==> config.mk <==
export PLATFORM = sky130hd
export DESIGN_NAME = trap_controller
export DESIGN_NICKNAME = d
export VERILOG_FILES = /design/src/rtl/trap_controller_pkg.sv /design/src/rtl/trap_controller_cause_encoder.sv /design/src/rtl/trap_controller.sv
export SDC_FILE = /design/constraint.sdc
export NUM_CORES = 1
export LEC_CHECK = 0
export CAP_MARGIN = 20
export CORE_UTILIZATION = 31
export DETAILED_ROUTE_END_ITERATION = 8
export PLACE_DENSITY_LB_ADDON = 0.2
export SYNTH_ARGS = -nofsm -noshare
export SYNTH_HDL_FRONTEND = slang
export SYNTH_SLANG_ARGS = --single-unit
==> constraint.sdc <==
create_clock -name clk -period 1.96 [get_ports clk]
set_clock_uncertainty 0.05 [all_clocks]
set_input_delay 0.392 -clock clk [delete_from_list [all_inputs] [get_ports clk]]
set_output_delay 0.392 -clock clk [all_outputs]
set_load 0.01 [all_outputs]
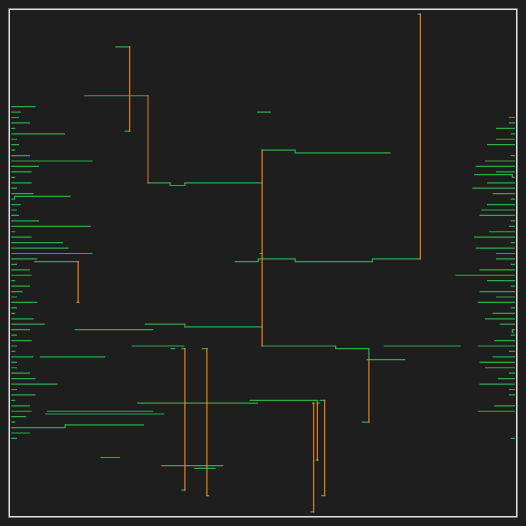
(signal wires by layer)
(4 px per um) Only two layers are drawn.
Key: M3 = green [wire length 1020 um]; M4 = orange [wire length 316 um]
via count: 4735
total global-route track usage: 0.198
Post-Route WL: 15.7 mm
drt wl/cell: 16.2 um

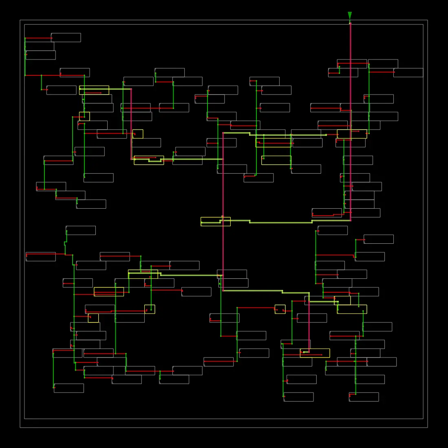
(clock routing)
Num CTS Buffers: 9
clock latency on the worst-skew pair: 350 ps
FFs & Latches: 108

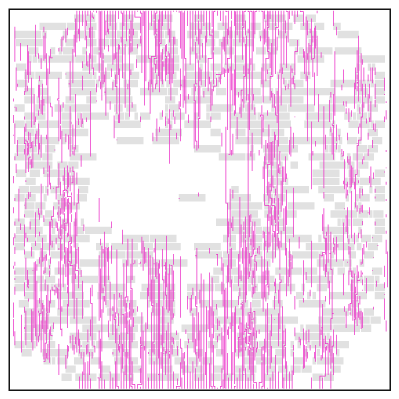
(M2 wires)
(3 px per um)
The longest straight run is 58.8 um. The wires run mostly vertical.
GR Util met2: 0.358

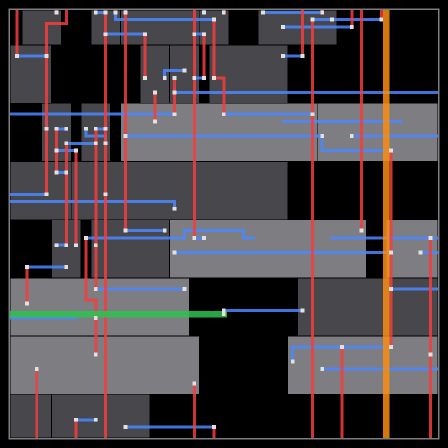
(layout detail)
Window x 85 to 105, y 85 to 105 um. Cells in grey, sequential cells in the stronger grey; small squares are vias.
Key: M4 = orange; M3 = green; M1 = blue; M2 = red
Sequential cells in the window: 6. 23 logic cells have their middle in the window. Most frequent: nand2_1 (6), dfrtp_1 (6), clkdlybuf4s50_1 (5).

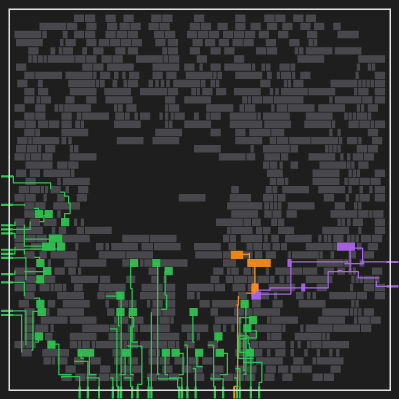
(wires at chosen ports, followed through buffers)
(3 px per um)
Key: inst_in = green [direction input, edge 20 south, 12 west, end cells 32, buffers 32, wire 756 um]; misalign_store = orange [direction input, edge south, end cells 3, buffers 1, wire 54.5 um]; priv_mode = purple [direction input, edge east, end cells 5, buffers 4, wire 141 um]
Port Buffer Count: 276
# IOs: 279

==> ci_impl_report.md <==
### Flow metrics

| Metric | Value |
|---|---|
| Drt drc | `0` |
| F_max | `0.532 GHz` |
| Relative slew slack | `0.601` |
| Chip area line of the yosys report | `0.00480 mm2` |
| Commonest Layout Cell | `clkdlybuf4s50_1` |
| Synth Net Count | `666` |
| Max Slew Vio Count | `0` |
| Pre-CTS WS | `-576 ps` |
| Psw | `4.18 mW` |
| P_clk | `1.87 mW` |
| Clock period minus worst slack | `1880 ps` |
| Pwr/cell area | `1370 mW/mm2` |
| MI comb area | `0.00199 mm2` |
| Most used routing layer | `met2` |
| Core ar. | `0.0151 mm2` |
| Vias in the first global route | `4780` |
| Fin worst setup slack | `78.7 ps` |
| Slowest-stage cell, CP | `dfrtp_1` |
| Placed cells | `941` |
| Inverter count | `6` |
| H-Tree Depth | `3` |
| Complex Gates by Area | `0.155` |
| Async S/R FF share, synth | `1.00` |
| Post-synth EDFFs | `0` |
| Clk pin slew, worst setup/hold paths | `70 ps` |
| Core Rows | `45` |
| Comb. pwr | `5.96 mW` |
| Combinational share of power | `0.512` |
| Post-synth mux share | `0.0625` |
| Share of layout cells above drive strength 1 | `0.107` |
| YS warnings | `0` |
| Status | `complete, no violations` |
| Flop share of the area | `0.318` |
| Largest stage delay, worst path | `380 ps` |
| Highest Signal Layer | `met4` |
| Top pwr grp | `combinational logic` |
| Combinational share of cell area | `0.234` |
| Leak | `3.67 nW` |
| Seq/Total Area, Yosys | `0.563` |
| Initial antenna violation count | `0` |
| Adders+Majority by Area | `0.0130` |
| Tool warnings | `35` |
| Crit path kind | `flop to output pin` |
| Initial DRT Pass Iterations | `4` |
| Final antenna-violating net count | `0` |
| Root Driver | `clkbuf_16` |
| Register area | `0.00270 mm2` |
| Final setup violating endpoints | `0` |
| Clock Buffer Count | `10` |
| Most frequent logic cells in the routed design | `265 x clkdlybuf4s50_1, 143 x nand2_1, 108 x dfrtp_1` |
| Clock share of power | `0.161` |
| Max Cap Viol | `0` |
| Peak supply drop | `776 uV` |
| Fin nets | `954` |
| GPL Wtd Cong | `0.753` |
| Design Area, Final | `0.00849 mm2` |
| NonClk Buf Share | `0.380` |
| Basic Gates by Area | `0.161` |
| Post-CTS Resized | `27` |
| Met3 usage | `0.0536` |
| Met3 routed WL | `1.02 mm` |
| Tap Cells | `188` |
| Worst-Margin Slew | `598 ps` |
| Synth Register Bits | `108` |
| Area delta synth->final | `76.7%` |
| PnR Total Power | `11.6 mW` |
| Critical path required time | `1520 ps` |
| Fin cells | `970` |
| Die width | `126 um` |
| Syn Area/Cell | `9.83 um2` |
| Kind of end point of the critical path | `output pin` |
| Worst-path fanout max | `3` |
| Post-DP HPWL | `10.8 mm` |
| Largest net degree at the start of global routing | `109` |
| Comb area leader | `simple AND/OR/NAND/NOR gates` |
| # clock sinks | `108` |
| Type of the worst min-delay path | `primary input to asynchronous set/reset pin` |
| Fill cells | `1339` |
| Data arrival, critical path | `1440 ps` |
| Clock-cell share | `0.0368` |
| Sw Share | `0.360` |
| Dominant kind of cell | `non-clock buffers` |
synthesized netlist by cell type, types with 2 or more instances:
cell type	n	area (um2)
nand2_1	143	537
dfrtp_1	108	2700
nor2_1	37	139
o31ai_1	33	248
a22oi_1	32	240
a21oi_1	31	155
mux2i_1	30	300
clkbuf_1	18	67.6
buf_2	11	55.1
buf_6	6	67.6
ha_1	5	62.6
inv_1	5	18.8
o21ai_0	4	20.0
a31oi_1	3	18.8
nand3_1	3	15.0
a21bo_2	2	20.0
a21o_1	2	15.0
o22ai_1	2	12.5
or2_2	2	12.5
critical path: cells and delay by family (launching register included):
kind	cells	cell delay, ps
AND/OR/NAND/NOR	1	80
AND-OR/OR-AND	1	210
buffers and inverters	3	250
flip-flops	1	380
adder cells (fa/ha/maj)	1	180
No activity file was given, so power comes from the tool's default toggle rates.
